Design video_mem_ctrl, sky130hd; sources not shown.
Fig. 1: run 1, I/O nets highlighted
Scale bar: 20 um.
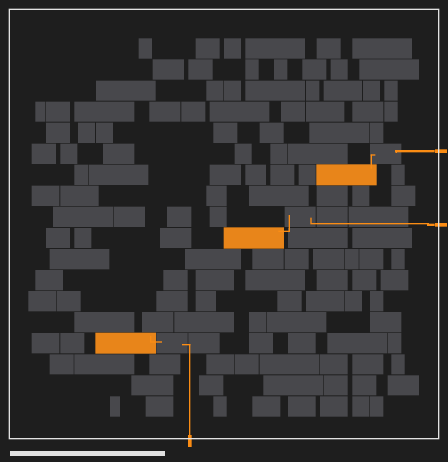
Key: ram_din = orange [bits 3, direction output, edge 2 right, 1 bottom, end cells 3, buffers 3, wire 42.0 um]
I/O pins: 76
port bufs: 60

Fig. 2: run 1, sequential cells colored by netlist name
Other sequential cells in the stronger gray, the rest of the logic in the fainter gray.
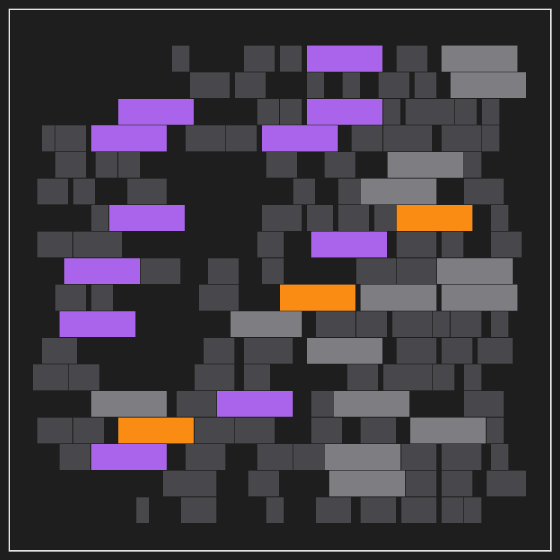
Key: ram_din = orange [flops 3]; ram_addr_write = purple [flops 11]
Finished Core Util: 0.624
Seq. pwr: 1.50 mW
register area: 594 um2
sequential share of cell area: 0.385

Fig. 3: run 1, routing congestion map
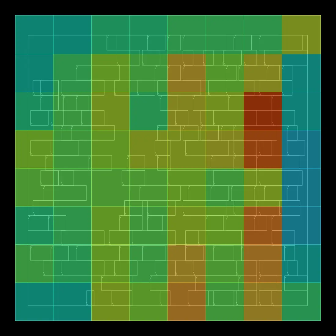
met3 Use GR: 0.0609
GR peak layer: met2
Wirelength per Cell: 11.6 um
met2 Usage GRT: 0.226

Fig. 4: run 1, clock distribution
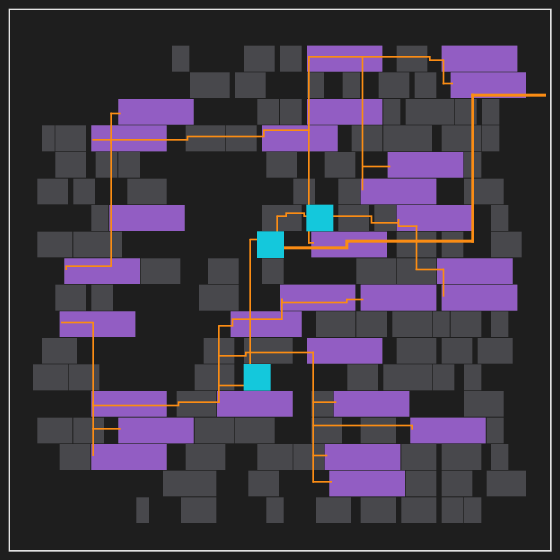
Key: clock-net drivers = cyan [count 3]; clock wires = orange [length 289 um]; flip-flops = purple [count 28]
There are 4 routed clock nets. Position of the flops: all over the die.
Worst-Skew Late Latency: 0.31 ns
clock group share of total power: 0.259

==> impl_metrics.json, run 1 <==
{
  "status": "finished with violations",
  "violations": "setup timing",
  "synth_cells": 64,
  "ys_sh_xor": 0,
  "drv_slew": 0,
  "largest_class": "non-clock buffers",
  "diodes": 0,
  "max_freq_mhz": 854,
  "die-area_um2": 3060,
  "hold_depth": 3,
  "track_usage": 0.133,
  "rows": 18,
  "path_max_fanout": 1,
  "p_leak_nw": 0.750,
  "regToRegSetupSlack_ns": 0.21,
  "antenna_found_initial": 0,
  "die_x_um": 55.3,
  "lay_top_count": "dfxtp_2",
  "cts_buffers": 3,
  "fa_ha_area_frac": 0,
  "cts_root_buf": "clkbuf_4",
  "required_ns": 0.56,
  "setup_viol": 29,
  "synth-async-reset-ratio": 0,
  "gr-total-overflow": 0,
  "clock_power_mw": 0.657,
  "synth.most_common_cell": "dfxtp_1",
  "cts_tree": "done",
  "gp_congestion": 0.742,
  "dr.pass1.iters": 2,
  "finalNetCount": 180,
  "critPathSlowestCell": "clkdlybuf4s50_1",
  "ys_sh_aoi": 0,
  "clkbuf_count": 4,
  "drt_iter0_markers": 7,
  "post-route-min-period_ns": 1.17,
  "comb-power_mw": 0.378,
  "yosys-stat-area_um2": 816,
  "wl_met2_um": 918,
  "rsz0062_at_grt": "true",
  "cts.sinks": 28,
  "p_switching_mw": 0.509,
  "die_height_um": 55.3,
  "n_all_inverters": 0,
  "power-top-group": "registers",
  "grt_max_degree": 16,
  "fin_area_um2": 1550,
  "drive_above_1_share": 0.627,
  "ctsHoldBuffers": 0,
  "layout.area.comb_um2": 256,
  "syn_avg_cell_area_um2": 12.7,
  "clkCellAreaFrac": 0.0235,
  "taps": 30,
  "synth_area_um2": 816,
  "setup_tns_ns": -6.24,
  "ir_drop_uv": 992,
  "buffer_area_frac": 0.402,
  "cp_num_cells": 3,
  "post-route-period-util": 1.46,
  "synthFlopType": "dfxtp_1",
  "clk_pin_slew_worst_paths_ns": 0.14,
  "synth.cellmix.simpleShare": 0.262,
  "grt_first_pass_wirelength_mm": 3.15,
  "rr_worst_depth": 1,
  "area_growth_syn_to_layout_pct": 89.4,
  "cap_violations": 0,
  "initial_core_util": 0.329,
  "cts_setup_buffers": 3,
  "critPathBufInv": 2,
  "critPathLaunchType": "input pin",
  "switching_share": 0.200,
  "drc": 0,
  "logic_gate_count": 33,
  "met1_usage": 0.148,
  "viasPerCell": 3.96,
  "yosys-stat-cells": 64,
  "path_cells": "clkdlybuf4s50_1, and2_4, buf_6",
  "yosys_warnings": 0,
  "highest_layer": "met4",
  "hold_viol": 0,
  "critPathTopFamily": "buffers and inverters",
  "core_region_area_um2": 2480,
  "grt_pass1_vias": 673,
  "numSequentialCells": 28,
  "warning_count": 42,
  "yosys-top-cells-count": "dfxtp_1 (28), nor2b_1 (20), and2b_2 (8)",
  "dp_slack_ns": -0.739,
  "top_area_cell": "dfxtp_1",
  "placedCellCount": 155,
  "logic_family": "simple AND/OR/NAND/NOR gates",
  "antenna_left": 0,
  "ys_seq_share": 0.687,
  "place_hpwl_mm": 1.41,
  "hp-class": "input pin to flop",
  "edf_count": 0,
  "vias": 649,
  "signal_buffers": 69,
  "crit_arrival_ns": 0.93,
  "comb_area_frac": 0.166,
  "finalPower_mw": 2.54,
  "synthMuxAreaShare": 0,
  "yosys-top-cells-area": "dfxtp_1 (69%), nor2b_1 (15%), and2b_2 (8.6%), buf_6 (2.8%), and2_1 (2.3%)",
  "finClkSkew_ns": 0.000369,
  "final_cells": 164,
  "top_area_frac": 0.687,
  "ctsResizeCount": 173,
  "endpoint_kind": "output port",
  "fin_ws_ns": -0.372,
  "p_seq_frac": 0.592,
  "cts_buffer_depth": 2,
  "power.density_nw_per_um2": 1640,
  "critPathKind": "input pin to output port",
  "wl_mm": 1.91,
  "cp_slowest_stage_delay_ns": 0.47,
  "p_int_mw": 2.03,
  "htree_levels": 1,
  "postPlaceCellArea_um2": 1480,
  "wl_met1_um": 790,
  "numSynthFlops": 28,
  "whs_ns": 0.179,
  "dr_wl_met3_um": 181,
  "comb_power_share": 0.149,
  "final_cell_mix": "dfxtp_2 (27), buf_6 (22), dlygate4sd2_1 (18), nor2b_1 (16), buf_2 (16)",
  "n_fill_cell": 224,
  "synth.distinct_cells": 7
}
==> run 1 -> run 2 <==
==> constraint.sdc (replaced) <==
create_clock -name clk -period 0.8 [get_ports clk]
set_input_delay 0.16 -clock clk [delete_from_list [all_inputs] [get_ports clk]]
set_output_delay 0.16 -clock clk [all_outputs]
set_load 0.005 [all_outputs]
Fig. 5: run 2, met1 routing
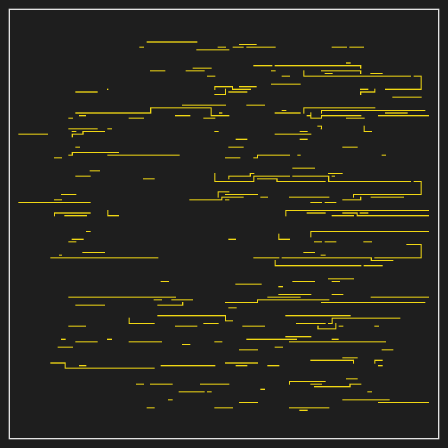
The layer carries 726 um of wire. The wires run mostly horizontal. The longest straight run is 18.4 um.
final wirelength: 1.87 mm
DR vias: 654
met1 GRT Util: 0.133

Fig. 6: run 2, I/O nets highlighted
Scale bar: 20 um.
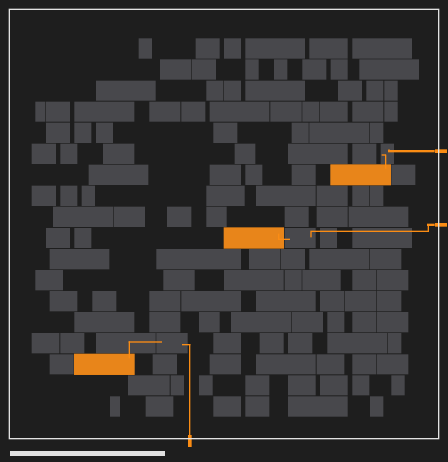

==> run 2 against run 1 <==
Compared with the run above: the run still ends with setup timing left; critical path type is now flop to output port; synthesized cell count is the same; core utilization shrank 0.10 points; final cell count shrank 1.2%; count of clock-buffer cells in the layout shrank 1.
==> impl_metrics.json, run 2 <==
{
  "cts_buffer_depth": 2,
  "endpoint_kind": "output port",
  "path_cells": "and2_1, buf_2",
  "lay_top_count": "dfxtp_2",
  "crit_arrival_ns": 0.90,
  "yosys-top-cells-area": "dfxtp_1 (69%), nor2b_1 (15%), and2b_2 (8.6%), buf_6 (2.8%), and2_1 (2.3%)",
  "placedCellCount": 155,
  "layout.area.comb_um2": 249,
  "top_area_cell": "dfxtp_1",
  "final_cell_mix": "dfxtp_2 (28), buf_6 (22), dlygate4sd2_1 (20), nor2b_1 (17), buf_2 (14)",
  "ctsResizeCount": 170,
  "clock_power_mw": 0.911,
  "hp-class": "input pin to flop",
  "cts_setup_buffers": 2,
  "status": "finished with violations",
  "final_cells": 162,
  "postPlaceCellArea_um2": 1480,
  "post-route-min-period_ns": 1.06,
  "yosys-stat-cells": 64,
  "finalNetCount": 178,
  "setup_viol": 29,
  "cp_slowest_stage_delay_ns": 0.35,
  "grt_pass1_vias": 657,
  "violations": "setup timing",
  "synthMuxAreaShare": 0,
  "numSynthFlops": 28,
  "ys_sh_xor": 0,
  "finalPower_mw": 2.78,
  "fin_ws_ns": -0.264,
  "initial_core_util": 0.329,
  "top_area_frac": 0.687,
  "synth-async-reset-ratio": 0,
  "comb-power_mw": 0.366,
  "comb_power_share": 0.131,
  "regToRegSetupSlack_ns": 0.21,
  "drv_slew": 0,
  "max_freq_mhz": 940,
  "die_x_um": 55.3,
  "yosys-top-cells-count": "dfxtp_1 (28), nor2b_1 (20), and2b_2 (8)",
  "wl_met2_um": 916,
  "yosys-stat-area_um2": 816,
  "gp_congestion": 0.742,
  "viasPerCell": 4.04,
  "logic_gate_count": 33,
  "critPathLaunchType": "flop",
  "post-route-period-util": 1.33,
  "comb_area_frac": 0.161,
  "p_clk_frac": 0.327,
  "rows": 18,
  "yosys_warnings": 0,
  "hold_viol": 0,
  "clock_latency_ns": 0.31,
  "gr-total-overflow": 0,
  "diodes": 0,
  "cts.sinks": 28,
  "p_int_mw": 2.25,
  "ys_seq_share": 0.687,
  "critPathTopFamily": "flip-flops",
  "dr_wl_met3_um": 214,
  "buffer_area_frac": 0.394,
  "fin_area_um2": 1540,
  "clkbuf_count": 3,
  "p_switching_mw": 0.531,
  "cap_violations": 0,
  "highest_layer": "met4",
  "warning_count": 42,
  "synth.distinct_cells": 7,
  "ys_sh_aoi": 0,
  "required_ns": 0.64,
  "synth.most_common_cell": "dfxtp_1",
  "finClkSkew_ns": 0.0000134,
  "taps": 30,
  "seq_share": 0.386,
  "area_growth_syn_to_layout_pct": 89.1,
  "antenna_found_initial": 0,
  "clk_pin_slew_worst_paths_ns": 0.14,
  "cts_tree": "done",
  "numSequentialCells": 28,
  "critPathKind": "flop to output port",
  "grt_first_pass_wirelength_mm": 2.96,
  "wl_met1_um": 726,
  "htree_levels": 1,
  "p_seq_frac": 0.541,
  "grt_busiest_layer": "met2",
  "cts_buffers": 3,
  "ctsHoldBuffers": 0,
  "p_leak_nw": 0.744,
  "rsz0062_at_grt": "true",
  "power.density_nw_per_um2": 1800,
  "rr_worst_depth": 1,
  "critPathBufInv": 1,
  "drc": 0,
  "n_fill_cell": 211,
  "clkCellAreaFrac": 0.0341,
  "whs_ns": 0.0816,
  "drive_above_1_share": 0.621,
  "powerSeq_mw": 1.51,
  "critPathSlowestCell": "dfxtp_2",
  "dp_slack_ns": -0.587,
  "synth_cells": 64,
  "hold_depth": 3
}
Fig. 7: run 2, routing congestion map
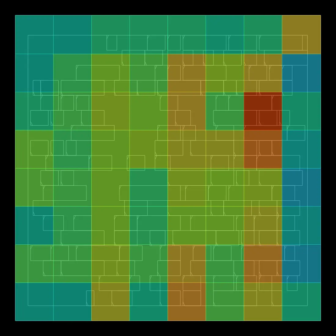
met2 Usage GRT: 0.209
Wirelength per Cell: 11.6 um
GRT Total Usage: 0.126
Finished Core Util: 0.623

No activity file was given, so power comes from the tool's default toggle rates.
